`config.mk`:
```
export PLATFORM = sky130hd
export DESIGN_NAME = fleet_damage_tracker
export DESIGN_NICKNAME = d
export VERILOG_FILES = /design/src/rtl/fleet_damage_tracker.sv
export SDC_FILE = /design/constraint.sdc
export NUM_CORES = 1
export LEC_CHECK = 0
export ABC_AREA = 1
export CAP_MARGIN = 30
export CORE_UTILIZATION = 30
export DETAILED_ROUTE_END_ITERATION = 8
export PLACE_DENSITY = 0.52
export SLEW_MARGIN = 20
export SYNTH_ARGS = -nofsm -noshare
export SYNTH_HDL_FRONTEND = slang
export SYNTH_SLANG_ARGS = --single-unit
```
`constraint.sdc`:
```
create_clock -name i_clk -period 2.5 [get_ports i_clk]
set_input_delay 0.5 -clock i_clk [delete_from_list [all_inputs] [get_ports i_clk]]
set_output_delay 0.5 -clock i_clk [all_outputs]
set_load 0.1 [all_outputs]
```
`src/rtl/fleet_damage_tracker.sv`:
```
// Battleship fleet damage tracker: loads ship sizes, counts hits per ship, flags sinks and defeat.
// Optional HIT_EDGE_DETECT_EN: hit_in is treated as a level switch and only 0->1 edges count as hits.
module fleet_damage_tracker #(
   parameter int MAX_SHIPS = 5,
   parameter int MAX_SIZE  = 5
) (
   input  logic       i_clk,
   input  logic       i_rst,
   input  logic       i_load_start,
   input  logic       i_load_ship,
   input  logic [2:0] i_load_size,
   input  logic       i_load_done,
   input  logic       i_hit_in,
   input  logic [2:0] i_hit_id,
   input  logic       i_new_game,
   output logic [1:0] o_state,
   output logic [2:0] o_ships_total,
   output logic [2:0] o_ships_remaining,
   output logic       o_sunk_pulse,
   output logic [2:0] o_sunk_id,
   output logic       o_reject_pulse,
   output logic       o_fleet_destroyed
);
   typedef enum logic [1:0] {IDLE = 2'd0, LOADING = 2'd1, ACTIVE = 2'd2, DEFEATED = 2'd3} state_t;

   state_t               r_state, w_next_state;
   logic [2:0]           r_size [MAX_SHIPS];
   logic [2:0]           r_hits [MAX_SHIPS];
   logic [MAX_SHIPS-1:0] r_sunk;
   logic [2:0]           r_total, r_remaining, r_sunk_id;
   logic                 r_sunk_pulse, r_reject, r_destroyed;

   logic       w_hit_evt, w_load_ok, w_hit_legal, w_sink;
   logic       w_store, w_clear, w_reject, w_hit, w_sink_en, w_new_game;
   logic [2:0] w_sel_size, w_sel_hits, w_total_upd;
   logic       w_sel_sunk;

`ifdef HIT_EDGE_DETECT_EN
   logic r_hit_prev;
   always_ff @(posedge i_clk) begin
      if (i_rst) r_hit_prev <= 1'b0;
      else       r_hit_prev <= i_hit_in;
   end
   assign w_hit_evt = i_hit_in && !r_hit_prev;
`else
   assign w_hit_evt = i_hit_in;
`endif

   always_comb begin
      w_sel_size = '0;
      w_sel_hits = '0;
      w_sel_sunk = 1'b0;
      for (int i = 0; i < MAX_SHIPS; i++) begin
         if (i_hit_id == 3'(i)) begin
            w_sel_size = r_size[i];
            w_sel_hits = r_hits[i];
            w_sel_sunk = r_sunk[i];
         end
      end
   end

   assign w_load_ok   = i_load_ship && (i_load_size != 3'd0) && (i_load_size <= 3'(MAX_SIZE))
                        && (r_total < 3'(MAX_SHIPS));
   assign w_total_upd = r_total + {2'b00, w_load_ok};
   // A ship below its size can take one more hit without overflowing the counter
   assign w_hit_legal = (i_hit_id < r_total) && !w_sel_sunk;
   assign w_sink      = (w_sel_hits + 3'd1) == w_sel_size;
   assign w_new_game  = (r_state == DEFEATED) && i_new_game;

   always_ff @(posedge i_clk) begin
      if (i_rst) r_state <= IDLE;
      else       r_state <= w_next_state;
   end

   always_comb begin
      w_next_state = r_state;
      w_store      = 1'b0;
      w_clear      = 1'b0;
      w_reject     = 1'b0;
      w_hit        = 1'b0;
      w_sink_en    = 1'b0;
      case (r_state)
         IDLE: begin
            if (i_load_start) begin
               w_next_state = LOADING;
               w_clear      = 1'b1;
            end
         end
         LOADING: begin
            w_store = w_load_ok;
            if (i_load_ship && !w_load_ok) w_reject = 1'b1;
            if (i_load_done) begin
               if (w_total_upd != 3'd0) w_next_state = ACTIVE;
               else                     w_reject     = 1'b1;
            end
         end
         ACTIVE: begin
            if (w_hit_evt) begin
               if (w_hit_legal) begin
                  w_hit = 1'b1;
                  if (w_sink) begin
                     w_sink_en = 1'b1;
                     if (r_remaining == 3'd1) w_next_state = DEFEATED;
                  end
               end else begin
                  w_reject = 1'b1;
               end
            end
         end
         DEFEATED: begin
            if (i_new_game) w_next_state = IDLE;
         end
         default: w_next_state = IDLE;
      endcase
   end

   always_ff @(posedge i_clk) begin
      if (i_rst) begin
         for (int i = 0; i < MAX_SHIPS; i++) begin
            r_size[i] <= '0;
            r_hits[i] <= '0;
         end
         r_sunk       <= '0;
         r_total      <= '0;
         r_remaining  <= '0;
         r_sunk_id    <= '0;
         r_sunk_pulse <= 1'b0;
         r_reject     <= 1'b0;
         r_destroyed  <= 1'b0;
      end else begin
         r_sunk_pulse <= w_sink_en;
         r_reject     <= w_reject;
         r_destroyed  <= (w_next_state == DEFEATED);
         if (w_clear) begin
            for (int i = 0; i < MAX_SHIPS; i++) begin
               r_size[i] <= '0;
               r_hits[i] <= '0;
            end
            r_sunk      <= '0;
            r_total     <= '0;
            r_remaining <= '0;
         end
         if (w_store) begin
            for (int i = 0; i < MAX_SHIPS; i++)
               if (r_total == 3'(i)) r_size[i] <= i_load_size;
            r_total     <= w_total_upd;
            r_remaining <= r_remaining + 3'd1;
         end
         if (w_hit) begin
            for (int i = 0; i < MAX_SHIPS; i++) begin
               if (i_hit_id == 3'(i)) begin
                  r_hits[i] <= r_hits[i] + 3'd1;
                  if (w_sink) r_sunk[i] <= 1'b1;
               end
            end
            if (w_sink) begin
               r_sunk_id   <= i_hit_id;
               r_remaining <= r_remaining - 3'd1;
            end
         end
         if (w_new_game) begin
            r_total     <= '0;
            r_remaining <= '0;
         end
      end
   end

   assign o_state           = r_state;
   assign o_ships_total     = r_total;
   assign o_ships_remaining = r_remaining;
   assign o_sunk_pulse      = r_sunk_pulse;
   assign o_sunk_id         = r_sunk_id;
   assign o_reject_pulse    = r_reject;
   assign o_fleet_destroyed = r_destroyed;
endmodule

```
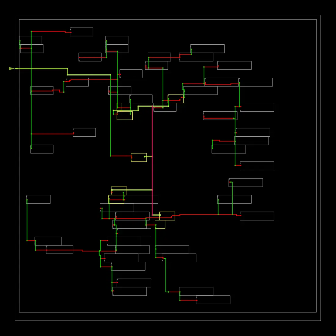
Fig. 1. Clock wiring as the flow saved it (run 1).
clock buffer count in the final layout: 6
CTS Sinks: 49
clock group power: 0.503 mW
registers: 49
Layout Skew: 0.01196 ns

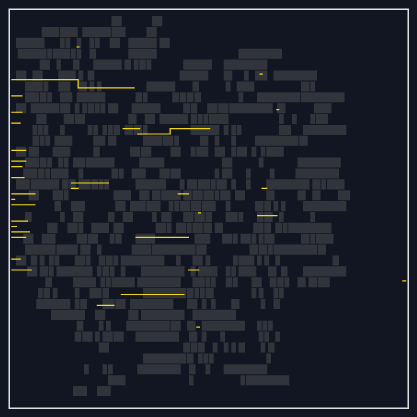
Fig. 2. Signal wires on met3 (run 1).
Drawn at 4 px/um. Cells faint in the background.
share of all routed wire	2.3%
nets with wire on the layer	27
longest straight run	16.6 um
main direction	horizontal
wire length on this layer	165 um

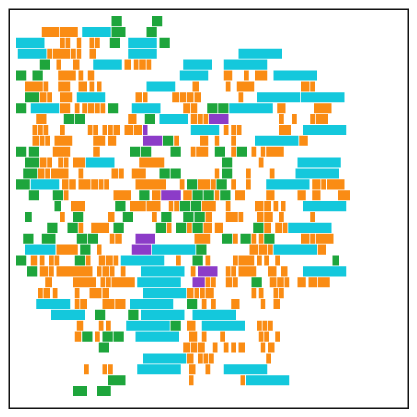
Fig. 3. Placed cells, one colour a class (run 1).
Drawn at 4 px/um.
class	colour	cells	share of their area
clock drivers and dummy loads	purple	8	2.6%
other buffers and delay cells	green	83	18%
all other logic	orange	287	44%
flip-flops	cyan	49	36%
summed area of non-filler cells in the final layout: 3757 sq um
number of rows created at floorplan: 35

==> flow report, run 1 <==
==========================================================================================
Clock edge transition at the registers on the reported setup and hold paths        0.10 ns
Number of antenna violations at the first check in global routing                        0
Post-Synth AOI/OAI Area                                                             9.067%
Total number of tap cells                                                              111
Launching element of the worst setup path                                     i_load_size[1]
Routed via count                                                                     2,573
Final WL                                                                          7.137 mm
Logic depth of the worst register-to-register path                                      15
Layout area overhead                                                                32.17%
Critical path endpoint category                                                       flop
Post-DR vias/cell                                                                    4.783
Count of distinct cell types in the synthesized netlist                                 36
# H-tree levels                                                                          2
Combined buffer and inverter count along the critical path                               3
Max stage delay cell, worst path                                              sky130_fd_sc_hd__clkdlybuf4s50_1
Setup slack, reg-to-reg                                                            0.26 ns
Ordered list of cells on the worst path                                       clkdlybuf4s50_1, inv_1, o21ai_1, a21oi_1, nand2_1, inv_1, ha_2, ha_4, xnor2_2, nand2_1, nand2_1, a211o_1, a21oi_2, nand2_1, nand2_2, a21oi_1
Hold Violations, Final                                                                   0
Synth cell count leaders                                                      sky130_fd_sc_hd__nand2_1, sky130_fd_sc_hd__inv_1, sky130_fd_sc_hd__edfxtp_1
Fraction of the core area covered by cells at the end of the flow                   40.86%
Number of enable-type register cells in the synthesized netlist                         30
Initial standard-cell utilization of the core                                       30.91%
Status                                                                        finished, final reports clean
Cell leakage power                                                                1.698 nW
Tightest Hold Check Type                                                           reg2reg
Synth area leader                                                             sky130_fd_sc_hd__edfxtp_1
Largest contributor to cell area by class                                     combinational gates
Instance count along the most critical hold path                                         2
Filler Cells Inserted                                                                  960
Nonclk buf count                                                                        83
Largest fanout on the critical path                                                      3
==========================================================================================
==> run 1: layer usage <==
| layer | GRT usage, % | part of all wire [%] | wire [um] |
|---|---|---|---|
| met3 | 2.389 | 2.3 | 164 |
| met1 | 19.03 | 45 | 3193 |
| met2 | 27.08 | 51 | 3624 |
| met4 | 6.222 | 2.2 | 154 |
| met5 | 0 | 0 | 0 |
==> run 1: through the flow <==
step                power, mW  std cells  hold slack, ns
global route            1.877        538          0.4984
floorplan               1.134        341          0.4534
finish                  1.791        538          0.4675
CTS                     1.798        536          0.4715
detailed placement      1.293        528          0.4559
global placement        1.291        528          0.4596
==> run 1: power breakdown <==
group / switching [mW] / internal, mW
clock: 0.278 / 0.225
sequential: 0.0268 / 0.900
combinational: 0.215 / 0.145
total: 0.520 / 1.27
Fig. 4: run 1, wiring heat map
Drawn at 4 px/um. The die is cut into 20 by 20 equal tiles; dark purple is low, yellow is high, scaled to the fullest tile. Values are wire area over tile area, all layers added.
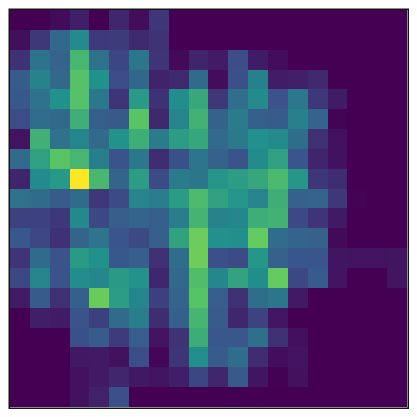

--- run 2 (diff from run 1) ---
--- a/config.mk
+++ b/config.mk
@@ -7,10 +7,12 @@
 export LEC_CHECK = 0
 export ABC_AREA = 1
 export CAP_MARGIN = 30
+export CORE_MARGIN = 2
 export CORE_UTILIZATION = 30
 export DETAILED_ROUTE_END_ITERATION = 8
+export MAX_ROUTING_LAYER = met4
 export PLACE_DENSITY = 0.52
-export SLEW_MARGIN = 20
+export SLEW_MARGIN = 40
 export SYNTH_ARGS = -nofsm -noshare
 export SYNTH_HDL_FRONTEND = slang
 export SYNTH_SLANG_ARGS = --single-unit
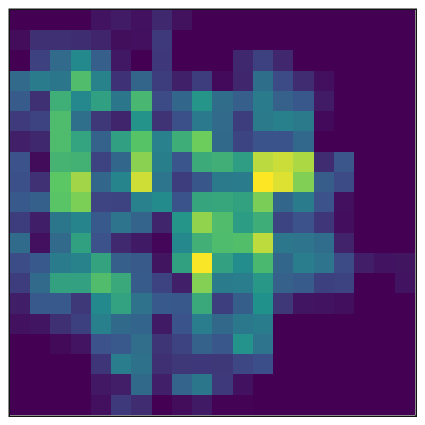
Fig. 5. Wiring heat map (run 2).
Drawn at 4 px/um. The die is cut into 20 by 20 equal tiles; dark purple is low, yellow is high, scaled to the fullest tile. Values are wire area over tile area, all layers added.
nearly empty tiles	33%
emptiest ninth of the die	south-east
mean over tiles	0.11
fullest tile	0.49
densest ninth of the die	centre
tiles over half the peak	15%

==> run 2 against run 1 <==
Against the previous run: synthesized cell count stayed put; flip-flop count stayed put; sequential share of layout area is 0.89 points lower; combinational power is 6.9% higher; total power is 4.5% higher; critical path type unchanged; largest power group unchanged.
==> flow report, run 2 <==
==========================================================================================
Tightest Hold Check Type                                                           reg2reg   unchanged
Main area contributors                                                        sky130_fd_sc_hd__edfxtp_1, sky130_fd_sc_hd__dfxtp_1, sky130_fd_sc_hd__nand2_1   unchanged
Routed via count                                                                     2,562   was 2,573
Setup slack, reg-to-reg                                                            0.23 ns   was 0.26 ns
Worst hold-check slack                                                           0.4774 ns   was 0.4675 ns
Count of distinct cell types in the synthesized netlist                                 36   unchanged
Data arrival, critical path                                                        2.61 ns   was 2.60 ns
Post-Synth AOI/OAI Area                                                             9.067%   unchanged
Routed length on met1                                                             3.133 mm   was 3.193 mm
CTS Sinks                                                                               49   unchanged
# placed instances                                                                     528   unchanged
Count of cell instances traversed by the critical path                                  16   unchanged
Status                                                                        finished, final reports clean   unchanged
Number of synthesis warnings                                                             0   unchanged
Total die size                                                                10,270 sq um   was 9869 sq um
Worst slew pin tran                                                              0.6979 ns   was 0.6702 ns
Cell leakage power                                                                1.722 nW   was 1.698 nW
Layout area overhead                                                                35.70%   was 32.17%
Hold Violations, Final                                                                   0   unchanged
Final WL                                                                          7.270 mm   was 7.137 mm
Launching element of the worst setup path                                     i_load_size[1]   unchanged
Met1 Resource Use GR                                                                18.70%   was 19.03%
# H-tree levels                                                                          2   unchanged
Wire length of the first global-routing pass                                      11.87 mm   unchanged
Number of antenna violations at the first check in global routing                        0   unchanged
Layout Skew                                                                    0.007150 ns   was 0.01196 ns
Initial standard-cell utilization of the core                                       30.91%   unchanged
Post-DR vias/cell                                                                    4.736   was 4.783
Critical path endpoint category                                                       flop   unchanged
Instance count along the most critical hold path                                         2   unchanged
Met2 track demand over resource in global routing                                   25.88%   was 27.08%
GRT Max-Usage Layer                                                                   met2   unchanged
Ordered list of cells on the worst path                                       clkdlybuf4s50_1, inv_1, o21ai_2, a21oi_1, nand2_1, inv_2, ha_4, ha_4, xnor2_2, nand2_1, nand2_1, a211o_1, a21oi_2, nand2_1, nand2_2, inv_1   was clkdlybuf4s50_1, inv_1, o21ai_1, a21oi_1, nand2_1, inv_1, ha_2, ha_4, xnor2_2, nand2_1, nand2_1, a211o_1, a21oi_2, nand2_1, nand2_2, a21oi_1
Combined buffer and inverter count along the critical path                               4   was 3
Max capacitance violation total                                                          0   unchanged
Overall power after layout                                                        1.871 mW   was 1.791 mW
Routed met3 length                                                                  306 um   was 164 um
Clock edge transition at the registers on the reported setup and hold paths        0.09 ns   was 0.10 ns
Routed met2 length                                                                3.670 mm   was 3.624 mm
Largest fanout on the critical path                                                      3   unchanged
Synth area leader                                                             sky130_fd_sc_hd__edfxtp_1   unchanged
==========================================================================================
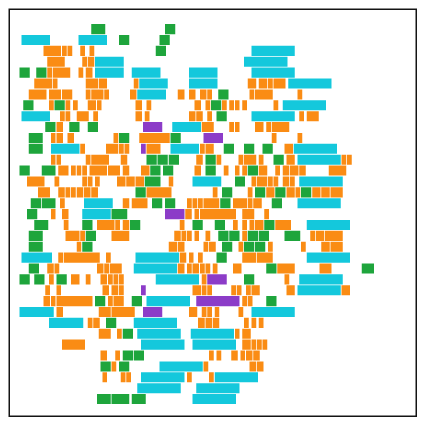
Fig. 6. Placed cells, one colour a class (run 2).
Drawn at 4 px/um.
class	colour	cells	share of their area
all other logic	orange	287	44%
other buffers and delay cells	green	86	19%
clock drivers and dummy loads	purple	8	2.9%
flip-flops	cyan	49	35%
Core Region: 9196 sq um
sequential share of cell area: 33.44%
fraction of the core area covered by cells at the end of the flow: 41.95%
summed area of non-filler cells in the final layout: 3857 sq um

-- run 2: cell counts after synthesis --
Identical to the previous run, type by type.
-- run 2: cell type report --
class | instances | area [sq um]
sequential | 49 | 1290
clock buffer | 6 | 72.57
clock inverter | 2 | 33.78
tap | 111 | 138.9
fill | 938 | 5339
inverter | 51 | 191.4
timing repair buffer | 86 | 688.2
multi-input combinational | 236 | 1443
-- run 2: cells by family after synthesis --
family | count (synthesis)
and+or+nand+nor | 167
adders and majority gates | 18
xor gates and xnor gates | 8
AOI/OAI and AO/OA | 43
buffers and inverters | 56
DFF | 49
-- run 2: report_power, final --
part / switching [mW] / leakage [nW] / total, mW / internal, mW
clock: 0.263 / 0.0528 / 0.559 / 0.296
combinational: 0.224 / 1.19 / 0.385 / 0.160
sequential: 0.0266 / 0.480 / 0.927 / 0.900
Power figures rest on the tool's default switching activity, not on a simulated workload.
